==> config.mk <==
export PLATFORM = sky130hd
export DESIGN_NAME = sm83_irq_ctrl
export DESIGN_NICKNAME = d
export VERILOG_FILES = /design/src/rtl/sm83_irq_ctrl.sv
export SDC_FILE = /design/constraint.sdc
export NUM_CORES = 1
export LEC_CHECK = 0
export CORE_UTILIZATION = 43
export CTS_BUF_LIST = sky130_fd_sc_hd__clkbuf_8
export DETAILED_ROUTE_END_ITERATION = 10
export PLACE_DENSITY = 0.79
export SLEW_MARGIN = 10
export SYNTH_ARGS = -nofsm -noshare
export SYNTH_HDL_FRONTEND = slang
export SYNTH_SLANG_ARGS = --single-unit
==> constraint.sdc <==
create_clock -name clk -period 4.3 [get_ports clk]
set_input_delay 0.43 -clock clk [delete_from_list [all_inputs] [get_ports clk]]
set_output_delay 0.43 -clock clk [all_outputs]
set_load 0.02 [all_outputs]
==> src/rtl/sm83_irq_ctrl.sv <==
// SM83 interrupt controller: IF/IE/IME state, fixed-priority arbitration,
// HALT wake request and the 5-M-cycle interrupt dispatch sequencer.
module sm83_irq_ctrl #(
  parameter int unsigned NUM_IRQ    = 5,
  parameter logic [15:0] VEC_BASE   = 16'h0040,
  parameter int unsigned VEC_STRIDE = 8
) (
  input  logic               clk,
  input  logic               rst,
  input  logic               tick_m,
  input  logic [NUM_IRQ-1:0] irq_src,
  input  logic               if_wr_en,
  input  logic               ie_wr_en,
  input  logic [7:0]         wr_data,
  output logic [7:0]         if_rd_data,
  output logic [7:0]         ie_rd_data,
  input  logic               ei_exec,
  input  logic               di_exec,
  input  logic               reti_exec,
  input  logic               instr_boundary,
  output logic               wake,
  output logic               irq_take,
  output logic               busy,
  output logic               push_hi,
  output logic               push_lo,
  output logic               vec_valid,
  output logic [15:0]        vec_addr
);

  localparam int unsigned IDX_W = (NUM_IRQ > 1) ? $clog2(NUM_IRQ) : 1;

  typedef enum logic [2:0] {
    D_IDLE,
    D_W0,
    D_W1,
    D_PH,
    D_PL,
    D_JP
  } dstate_t;

  dstate_t              state_q, state_d;
  logic [NUM_IRQ-1:0]   src_q;
  logic [NUM_IRQ-1:0]   if_q, if_d;
  logic [7:0]           ie_q;
  logic                 ime_q;
  logic                 ime_pend_q;
  logic [NUM_IRQ-1:0]   pending;
  logic [IDX_W-1:0]     sel_idx, sel_idx_q;
  logic                 sel_hit, sel_hit_q;
  logic [15:0]          vec_q;

  assign pending    = if_q & ie_q[NUM_IRQ-1:0];
  assign wake       = |pending;
  assign busy       = (state_q != D_IDLE);
  assign vec_addr   = vec_q;
  assign if_rd_data = {{(8 - NUM_IRQ){1'b1}}, if_q};
  assign ie_rd_data = ie_q;

  // Scan from the top down so the lowest set index is the one left standing.
  always_comb begin
    sel_idx = '0;
    sel_hit = 1'b0;
    for (int unsigned i = NUM_IRQ; i > 0; i--) begin
      if (pending[i-1]) begin
        sel_idx = IDX_W'(i - 1);
        sel_hit = 1'b1;
      end
    end
  end

  always_comb begin
    state_d   = state_q;
    irq_take  = 1'b0;
    push_hi   = 1'b0;
    push_lo   = 1'b0;
    vec_valid = 1'b0;
    case (state_q)
      D_IDLE: if (tick_m && instr_boundary && ime_q && (|pending)) begin
        irq_take = 1'b1;
        state_d  = D_W0;
      end
      D_W0: if (tick_m) state_d = D_W1;
      D_W1: if (tick_m) state_d = D_PH;
      D_PH: begin
        push_hi = tick_m;
        if (tick_m) state_d = D_PL;
      end
      D_PL: begin
        push_lo = tick_m;
        if (tick_m) state_d = D_JP;
      end
      D_JP: begin
        vec_valid = tick_m;
        if (tick_m) state_d = D_IDLE;
      end
      default: state_d = D_IDLE;
    endcase
  end

  // Dispatch clear first, then CPU write, then source edges so an edge always wins.
  always_comb begin
    if_d = if_q;
    if (vec_valid && sel_hit_q) if_d[sel_idx_q] = 1'b0;
    if (if_wr_en) if_d = wr_data[NUM_IRQ-1:0];
    if_d = if_d | (irq_src & ~src_q);
  end

  always_ff @(posedge clk or posedge rst) begin
    if (rst) begin
      state_q    <= D_IDLE;
      src_q      <= '0;
      if_q       <= '0;
      ie_q       <= '0;
      ime_q      <= 1'b0;
      ime_pend_q <= 1'b0;
      sel_idx_q  <= '0;
      sel_hit_q  <= 1'b0;
      vec_q      <= '0;
    end else begin
      state_q <= state_d;
      src_q   <= irq_src;
      if_q    <= if_d;
      if (ie_wr_en) ie_q <= wr_data;
      if (state_q == D_PH && tick_m) begin
        sel_idx_q <= sel_idx;
        sel_hit_q <= sel_hit;
        vec_q     <= sel_hit ? VEC_BASE + 16'(32'(sel_idx) * VEC_STRIDE) : '0;
      end
      // Later assignments take precedence: DI beats everything, take beats RETI.
      if (tick_m) begin
        if (instr_boundary && ime_pend_q) begin
          ime_q      <= 1'b1;
          ime_pend_q <= 1'b0;
        end
        if (ei_exec)   ime_pend_q <= 1'b1;
        if (reti_exec) ime_q <= 1'b1;
        if (irq_take)  ime_q <= 1'b0;
        if (di_exec) begin
          ime_q      <= 1'b0;
          ime_pend_q <= 1'b0;
        end
      end
    end
  end

endmodule

==> impl_metrics.env <==
# implementation run metrics
export IMPL_via_per_inst=5.093
export IMPL_cp_end_kind="primary output"
export IMPL_min_path_cells=2
export IMPL_synth_edff_count=0
export IMPL_cts_root_buffer="clkbuf_8"
export IMPL_async_reset_ff_frac=1.000
export IMPL_wire_per_inst_um=13.86
export IMPL_finalSetupTns_ns=0
export IMPL_gp_congestion=0.8076
export IMPL_holdPathEnd="vec_addr[4]"
export IMPL_syn_area_sq_um=1444
export IMPL_finalNonFillerCells=225
export IMPL_crit_arrival_ns=2.35
export IMPL_comb_area_sq_um=578.1
export IMPL_path_cells="clkdlybuf4s50_1 > nand4b_1 > inv_1 > clkdlybuf4s50_1"
export IMPL_rows=20
export IMPL_critPathKind="input port to primary output"
export IMPL_diodes=0
export IMPL_rsz0062_at_grt="false"
export IMPL_path_clk_slew_ns=0.06
export IMPL_hold_ws_ns=0.4878
export IMPL_cpMaxStageDelayCell="clkdlybuf4s50_1"
export IMPL_outcome="finished clean"
export IMPL_tightest_slew_ns=1.101
export IMPL_top_cell="dfrtp_1"
export IMPL_period_used=0.6468
export IMPL_relSlewSlack=0.2652
export IMPL_boundaryPins=60
export IMPL_path_max_fanout=11
export IMPL_place_inst=218
export IMPL_area_growth_pct=35.96
export IMPL_worstReg2RegStart="if_q[2]"
export IMPL_core_region_area_sq_um=3128
export IMPL_drtIter0Drc=43
export IMPL_synthTopCellsByArea="dfrtp_1 (52%), buf_4 (8.3%), mux2_2 (6.2%)"
export IMPL_yosys_cells=137
export IMPL_post_route_min_period_ns=2.781
export IMPL_maxCapViolations=0
export IMPL_die_height_um=59.95
export IMPL_ys_area_sq_um=1444
export IMPL_ant_nets=0
export IMPL_htreeDepth=2
export IMPL_hold_viol=0
export IMPL_yosysTopAreaCellShare=0.5199
export IMPL_overflow=0
export IMPL_cp_slowest_stage_delay_ns=0.68
export IMPL_final_core_util=0.6276
export IMPL_vdd_drop_max_uv=269.2
export IMPL_cts_setup_buffers=0
export IMPL_hpwl_mm=2.325
export IMPL_grt_start_max_net_pins=31
export IMPL_antenna_found_initial=0
export IMPL_critPathBufInv=3
export IMPL_syn_inst=137
export IMPL_required_ns=3.87
export IMPL_r2r_cells=3
export IMPL_drc=0
export IMPL_regToRegEndpoint="state_q[0]"
export IMPL_cpLargestDelayFamily="buffers and inverters"
export IMPL_grt_pass1_wl_mm=4.705
export IMPL_synth_warnings=0
export IMPL_ys_seq_frac=0.5199
export IMPL_port_buffers=44
export IMPL_seq_area_sq_um=750.7
export IMPL_powerDensity_nw_per_um2=519.2
export IMPL_finalMaxSlewViolations=0
export IMPL_ctsHoldBuffers=0
export IMPL_synthFlopType="dfrtp_1"
export IMPL_cts_inserted_buffers=5
export IMPL_r2r_setup_slack_ns=2.64
export IMPL_critPathLaunchType="input port"
export IMPL_fill_cells=263
export IMPL_crit_top_cell="clkdlybuf4s50_1"
export IMPL_vias=1146
export IMPL_cts_path_max_buffers=2
export IMPL_grt_pass1_vias=1047
export IMPL_numClockSinks=30
export IMPL_chipArea_sq_um=3593
export IMPL_synth_cell_types=36
export IMPL_max_freq_mhz=359.5
export IMPL_ys_flops=30
export IMPL_avgSynthCellArea_sq_um=10.54
export IMPL_warning_count=26
export IMPL_finalPower_mw=1.019
export IMPL_cts_tree="done"
export IMPL_worstSkewPairLatency_ns=0.28
export IMPL_first_pass_iters=4
export IMPL_setup_viol_count_final=0
export IMPL_p_leak_nw=0.8764
export IMPL_drt_wl_total_mm=3.118
export IMPL_top_cells_by_count="dfrtp_1 (30), nand2_1 (19), buf_4 (16)"
export IMPL_hp_class="flip-flop to flip-flop"
export IMPL_largest_area_cell="dfrtp_1"
export IMPL_grt_util_all_layers=0.1855
export IMPL_post_cts_resized=0
export IMPL_layout_drive_gt1_share=0.1105
export IMPL_min_from="vec_addr[4]"
export IMPL_dieWidth_um=59.95
export IMPL_initCoreUtil=0.4616
export IMPL_nNetsFinal=203
-- flip-flops by register name, indices dropped and copies added (netlist names) --
register    count
ime_q           1
sel_idx_q       3
ime_pend_q      1
vec_addr        4
state_q         3
src_q           5
ie_rd_data      8
if_q            5
-- power by group --
group          total (mW)  leakage [nW]  switching [mW]  internal [mW]
clock network       0.287        0.0573           0.102          0.185
registers           0.415         0.359          0.0727          0.342
logic               0.317         0.460           0.162          0.155
total                1.02         0.876           0.337          0.683
-- final cells by class --
type / count / area share
Tap cell: 44 / 0.02804
Multi-Input combinational cell: 93 / 0.2945
Inverter: 7 / 0.01338
Timing Repair Buffer: 44 / 0.2243
Sequential cell: 30 / 0.3824
Clock inverter: 1 / 0.01530
Clock buffer: 6 / 0.04207
-- metrics by stage --
stage	cell area, sq um	setup slack [ns]
2_1_floorplan	1493	2.500
6_report	1963	1.519
5_1_grt	1963	1.439
3_3_place_gp	1851	1.595
4_1_cts	1963	1.513
3_5_place_dp	1851	1.512
-- placed cells by master, fill, tap and decap left out, drive strengths merged, types with 4 or more instances in the layout --
master / Yosys / layout
clkbuf: 2 / 6
o21ai: 7 / 7
conb: 2 / 15
dfrtp: 30 / 30
nand2: 19 / 19
nor2: 4 / 4
mux2: 8 / 8
inv: 7 / 7
clkdlybuf4s50: 0 / 44
nor2b: 4 / 4
-- metal layers --
metal / vias to the layer above / global-route usage / wire [um]
li1: 537 / - / -
met1: 559 / 0.2204 / 1331
met2: 42 / 0.3063 / 1571
met3: 8 / 0.04978 / 165
met4: 0 / 0.09635 / 49
met5: - / 0 / 0
-- cell families after synthesis --
family	after synthesis	share of synthesized area
AOI/OAI and AO/OA	26	0.1360
xor gates and xnor gates	1	0.006067
buffers and inverters	27	0.1135
DFF	30	0.5199
other	2	0.005201
muxes	8	0.06239
and+or+nand+nor	43	0.1568
-- worst max-delay path by stage --
stage	startpoint	end	slack [ns]	depth (start not counted)
after detailed placement	tick_m	push_hi	1.51	4
after global routing	tick_m	push_hi	1.44	4
after global placement	tick_m	push_hi	1.59	4
after CTS	tick_m	push_hi	1.51	4
final	tick_m	push_hi	1.52	4
after floorplan	state_q[1]	irq_take	2.50	3
-- worst reg2reg max path: cells and delay by family, from the launching register on --
| kind | cells | cell delay (ns) |
|---|---|---|
| AND-OR/OR-AND | 3 | 1.13 |
| flip-flops | 1 | 0.42 |
gates.png
Scale bar: 20 um.
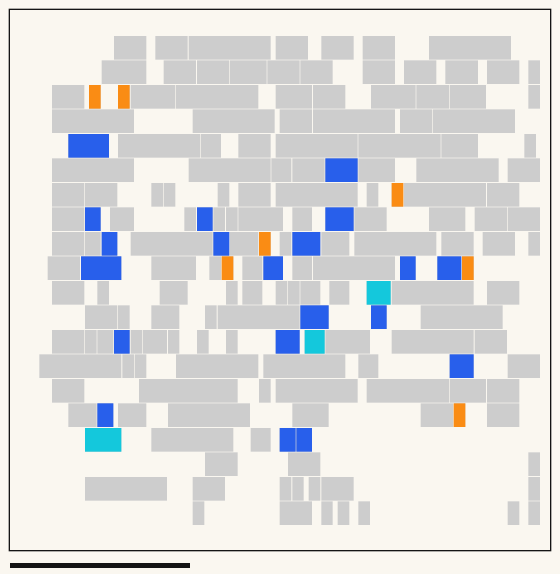
Key: inv cells = orange [cells 7, most used inv_1]; aoi and oai cells = blue [cells 20, most used o21ai_0]; and/or cells = cyan [cells 3]

clock_nets.png
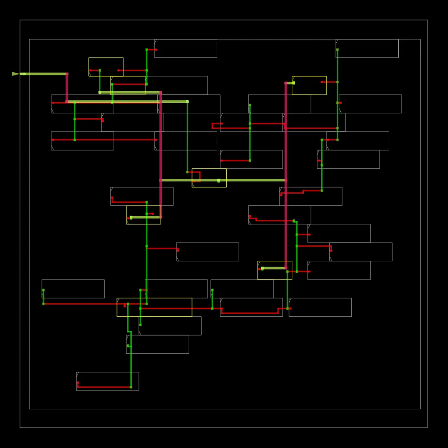
flop count: 30
Power Clock: 0.287 mW
Setup Skew: 0.004647 ns

pinout.png
Pins as bars across the die edge, other pins in grey.
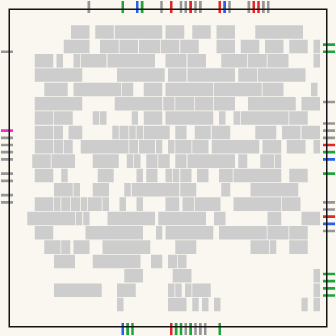
Key: vec_addr = green [pins 16, direction output, edge 8 right, 6 bottom, 2 top]; ei_exec = magenta [pins 1, direction input, edge left]; wr_data = red [pins 8, direction input, edge 5 top, 2 right, 1 bottom]; irq_src = blue [pins 5, direction input, edge 2 right, 2 top, 1 bottom]
All pins by edge: 19 right, 19 top, 12 bottom, 10 left.

ff_map.png
Other sequential cells in the stronger grey, the rest of the logic in the fainter grey.
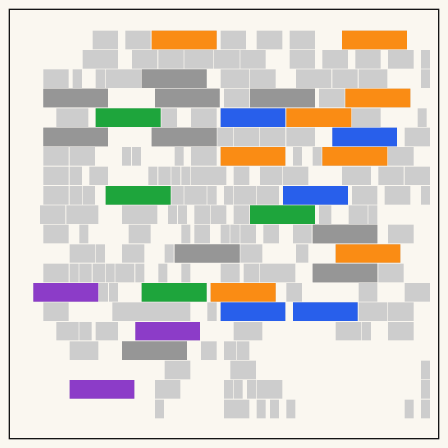
Key: ie_rd_data = orange [flops 8]; state_q = purple [flops 3]; if_q = blue [flops 5]; vec_addr = green [flops 4]
Another 10 sequential cells are not coloured.
register fraction of the total cell area: 0.3824
total sequential power: 0.415 mW

Power and IR drop assume default switching activity.
